File: src/rtl/arr_wr_sched.sv
// Write-port scheduler sharing one registered array write port between a sweep engine and a host.
// Define ARR_SCHED_WRAP_EN for continuous wrap-around sweeping with a stop request on i_start.
module arr_wr_sched #(
  parameter int unsigned DEPTH = 8,
  parameter int unsigned WIDTH = 1,
  localparam int unsigned IDX_W = $clog2(DEPTH)
) (
  input  logic             i_clk,
  input  logic             i_arst,
  input  logic             i_en,
  input  logic             i_start,
  input  logic [WIDTH-1:0] i_fill,
  input  logic             i_hreq,
  input  logic [IDX_W-1:0] i_hidx,
  input  logic [WIDTH-1:0] i_hdata,
  output logic             o_hgnt,
  output logic             o_herr,
  output logic             o_we,
  output logic [IDX_W-1:0] o_widx,
  output logic [WIDTH-1:0] o_wdata,
  output logic             o_busy,
  output logic             o_done
);

  localparam logic [IDX_W:0]   DepthW  = DEPTH[IDX_W:0];
  localparam logic [IDX_W-1:0] LastIdx = IDX_W'(DEPTH - 1);

  typedef enum logic [1:0] {StIdle, StSweep, StDone} state_e;

  state_e           state_q, state_d;
  logic [IDX_W-1:0] ptr_q, ptr_d;
  logic [WIDTH-1:0] fill_q, fill_d;
  logic             rr_host_q, rr_host_d;  // 1: host won the last valid write
  logic             we_q, we_d;
  logic [IDX_W-1:0] widx_q, widx_d;
  logic [WIDTH-1:0] wdata_q, wdata_d;
  logic             done_q, done_d;
`ifdef ARR_SCHED_WRAP_EN
  logic             stop_q, stop_d;
`endif

  logic sweep_req, sweep_gnt, host_gnt, hidx_ok, last_gnt;

  assign sweep_req = (state_q == StSweep) && i_en;
  assign sweep_gnt = (sweep_req && i_hreq) ? rr_host_q : sweep_req;
  assign host_gnt  = i_hreq && !sweep_gnt;
  assign hidx_ok   = {1'b0, i_hidx} < DepthW;
  assign last_gnt  = sweep_gnt && (ptr_q == LastIdx);

  assign o_hgnt  = host_gnt;
  assign o_herr  = host_gnt && !hidx_ok;
  assign o_we    = we_q;
  assign o_widx  = widx_q;
  assign o_wdata = wdata_q;
  assign o_busy  = (state_q == StSweep);
  assign o_done  = done_q;

  always_comb begin
    state_d   = state_q;
    ptr_d     = ptr_q;
    fill_d    = fill_q;
    rr_host_d = rr_host_q;
    we_d      = 1'b0;
    widx_d    = widx_q;
    wdata_d   = wdata_q;
    done_d    = 1'b0;
`ifdef ARR_SCHED_WRAP_EN
    stop_d    = stop_q;
`endif

    if (sweep_gnt) begin
      we_d      = 1'b1;
      widx_d    = ptr_q;
      wdata_d   = fill_q;
      rr_host_d = 1'b0;
      if (last_gnt) begin
        ptr_d  = '0;
        done_d = 1'b1;
`ifdef ARR_SCHED_WRAP_EN
        fill_d = i_fill;
        if (stop_q || i_start) begin
          state_d = StIdle;
          stop_d  = 1'b0;
        end
`else
        state_d = StDone;
`endif
      end else begin
        ptr_d = ptr_q + IDX_W'(1);
      end
    end else if (host_gnt && hidx_ok) begin
      we_d      = 1'b1;
      widx_d    = i_hidx;
      wdata_d   = i_hdata;
      rr_host_d = 1'b1;
    end

    unique case (state_q)
      StIdle: begin
        if (i_start) begin
          state_d = StSweep;
          ptr_d   = '0;
          fill_d  = i_fill;
`ifdef ARR_SCHED_WRAP_EN
          stop_d  = 1'b0;
`endif
        end
      end
      StSweep: begin
`ifdef ARR_SCHED_WRAP_EN
        // A start that lands on the boundary grant is already honoured above.
        if (i_start && !last_gnt) stop_d = 1'b1;
`endif
      end
      StDone:  state_d = StIdle;
      default: state_d = StIdle;
    endcase
  end

  always_ff @(posedge i_clk) begin
    if (i_arst) begin
      state_q   <= StIdle;
      ptr_q     <= '0;
      fill_q    <= '0;
      rr_host_q <= 1'b1;
      we_q      <= 1'b0;
      widx_q    <= '0;
      wdata_q   <= '0;
      done_q    <= 1'b0;
`ifdef ARR_SCHED_WRAP_EN
      stop_q    <= 1'b0;
`endif
    end else begin
      state_q   <= state_d;
      ptr_q     <= ptr_d;
      fill_q    <= fill_d;
      rr_host_q <= rr_host_d;
      we_q      <= we_d;
      widx_q    <= widx_d;
      wdata_q   <= wdata_d;
      done_q    <= done_d;
`ifdef ARR_SCHED_WRAP_EN
      stop_q    <= stop_d;
`endif
    end
  end

endmodule

File: config.mk
export PLATFORM = sky130hd
export DESIGN_NAME = arr_wr_sched
export DESIGN_NICKNAME = d
export VERILOG_FILES = /design/src/rtl/arr_wr_sched.sv
export SDC_FILE = /design/constraint.sdc
export NUM_CORES = 1
export LEC_CHECK = 0
export ABC_AREA = 0
export CORE_AREA = 5 5 42 44
export DETAILED_ROUTE_END_ITERATION = 8
export DIE_AREA = 0 0 47 49
export PLACE_DENSITY = 0.77
export SKIP_LAST_GASP = 1
export SLEW_MARGIN = 20
export SYNTH_ARGS = -nofsm -noshare
export SYNTH_HDL_FRONTEND = slang
export SYNTH_SLANG_ARGS = --single-unit
File: constraint.sdc
create_clock -name i_clk -period 2.1 [get_ports i_clk]
set_clock_uncertainty 0.1 [all_clocks]
set_input_delay 0.21 -clock i_clk [delete_from_list [all_inputs] [get_ports i_clk]]
set_output_delay 0.21 -clock i_clk [all_outputs]
set_load 0.05 [all_outputs]
**Routed metal, one colour a layer**

Only two layers are drawn.
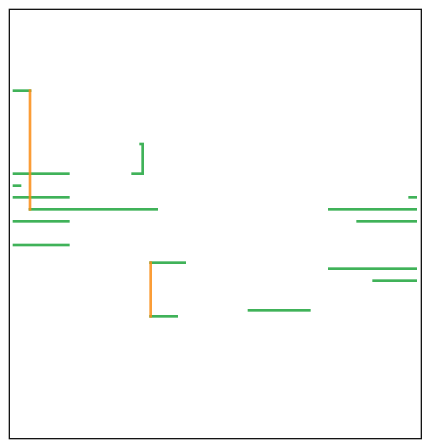
colour	layer	wire length
green	M3	92.4 µm
orange	M4	19.7 µm
routed len/inst: 13.0 µm
routed wire length: 1.29 mm
GRT Util Overall: 12.1%
Vias: 539

**The metal 2 layer**

The bar under the picture is 10 µm long.
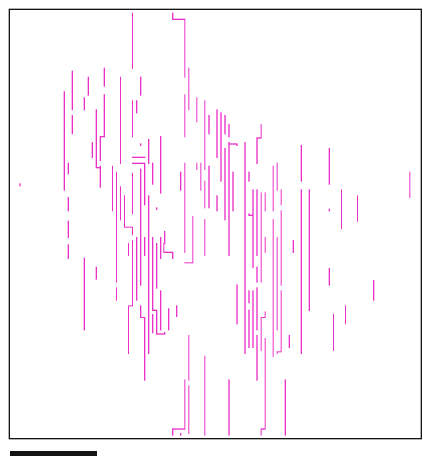
wire length on this layer	604 µm
nets with wire on the layer	80
longest straight run	24.1 µm
share of all routed wire	47%

**Placement view**

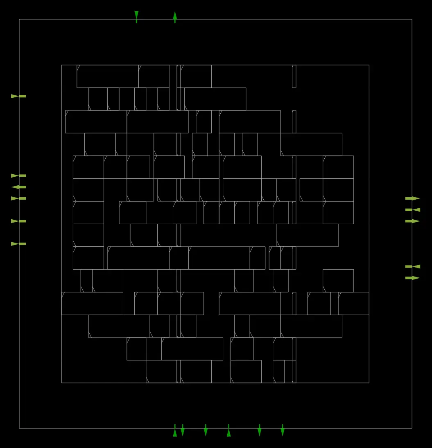
flip-flops: 13
Core Box Area: 1400 µm²

**Where the registers sit**

Other sequential cells in the stronger grey, the rest of the logic in the fainter grey.
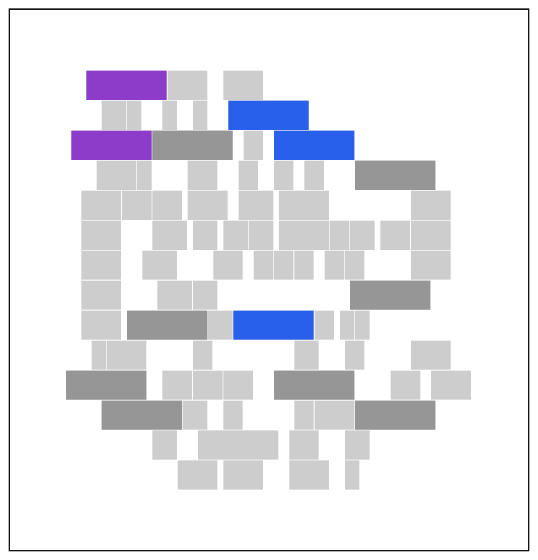
colour	name in the netlist	sequential cells
purple	`state_q`	2
blue	`ptr_q`	3
not coloured	8

**Nets reached from selected ports**

The bar under the picture is 10 µm long.
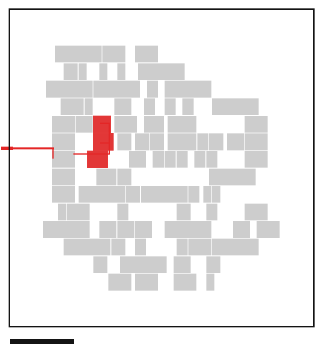
colour	port	bits	direction	end cells	buffers	wire
red	`i_en`	1	input	3	1	20.8 µm

==> notes.md <==
run metrics: PwrDens 659 nW/µm², FP Util 42.3%, Log Warnings 26, die height 49 µm, Most common reg cell dfxtp_1, cell type with the largest total area dfxtp_1, antenna violations before repair 0, Hold Vio Cnt, Final 0, num rows 14, # DRC 0, PostCTS Resize Cnt 0, Root Driver clkbuf_4, TritonCTS clock tree built, Final Util 57.1%, worst hold endpoint o_wdata, Clock Path Buffers 2, kind of end point of the critical path output pin, clock power share 29.3%, # IOs 19, Final GP Congestion 0.754, largest stage delay on the critical path 810 ps, ratio of cells with drive above 1 in the final layout 8.43%, highest clock rate 502 MHz, P_seq 0.263 mW, H-tree Lvls 1, post-placement setup slack 416 ps, Max Cap Violations 0, Die W 47 µm, largest net degree at the start of global routing 13, Largest cells by area dfxtp_1 (44%), nand3_1 (7.6%), nand3b_1 (6.3%), a31oi_1 (4.2%), ha_1 (4.2%), outcome complete, no violations, post-CTS setup repair buffer count 0, Crit Path Class reg2out, Yosys warnings 0, total nets after synthesis 78
[kinds of logic (layout without fill, tap and decap cells)]
kind of cell	count (synthesis)	count (layout)	share of synthesized area (%)
AND/OR/NAND/NOR	32	32	32.5
buffers and inverters	5	22	4.64
adder cells (fa/ha/maj)	2	2	4.22
multiplexers	1	1	1.69
flip-flops	13	13	43.9
AND-OR/OR-AND	12	12	12.4
other	1	1	0.632
[metal layers]
layer | global-route usage [%] | wire, µm | vias to the layer above
met5 | 0 | 0 | -
met4 | 5.99 | 19 | 0
met3 | 2.21 | 92 | 4
met2 | 19.7 | 603 | 17
met1 | 14.4 | 569 | 249
li1 | - | - | 269
[worst max-delay path by stage]
stage | endpoint | slack, ps | cells past startpoint
2_1_floorplan | o_busy | 680 | 1
3_3_place_gp | o_busy | 450 | 2
3_5_place_dp | o_busy | 420 | 2
4_1_cts | o_busy | 100 | 2
5_1_grt | o_busy | 40 | 2
6_report | o_busy | 110 | 2
[Yosys cell counts, types with 2 or more instances]
cell type	number
nand4b_1	2
buf_4	2
dfxtp_1	13
clkbuf_1	2
nor2_1	6
nand3_1	9
a31oi_1	4
ha_1	2
nand3b_1	5
nor2b_1	3
o21ai_0	3
a21oi_1	3
[cells in the final DEF (no fill, tap or decap), types with 2 or more instances in the layout]
cell type        netlist  final
a21oi_1                3      3
a31oi_1                4      4
clkbuf_4               0      3
clkdlybuf4s50_1        0     16
dfxtp_1               13     13
ha_1                   2      2
nand3_1                9      9
nand3b_1               5      5
nand4b_1               2      2
nor2_1                 6      6
nor2b_1                3      3
o21ai_0                3      3
[final cells by class]
class / instances / area, µm²
flip-flops and latches: 13 / 260
repair buffers: 18 / 188
well taps: 16 / 20.0
multi-input cells: 48 / 305
clock buffers: 4 / 26.3
fillers: 149 / 602
Power figures rest on the tool's default switching activity, not on a simulated workload.
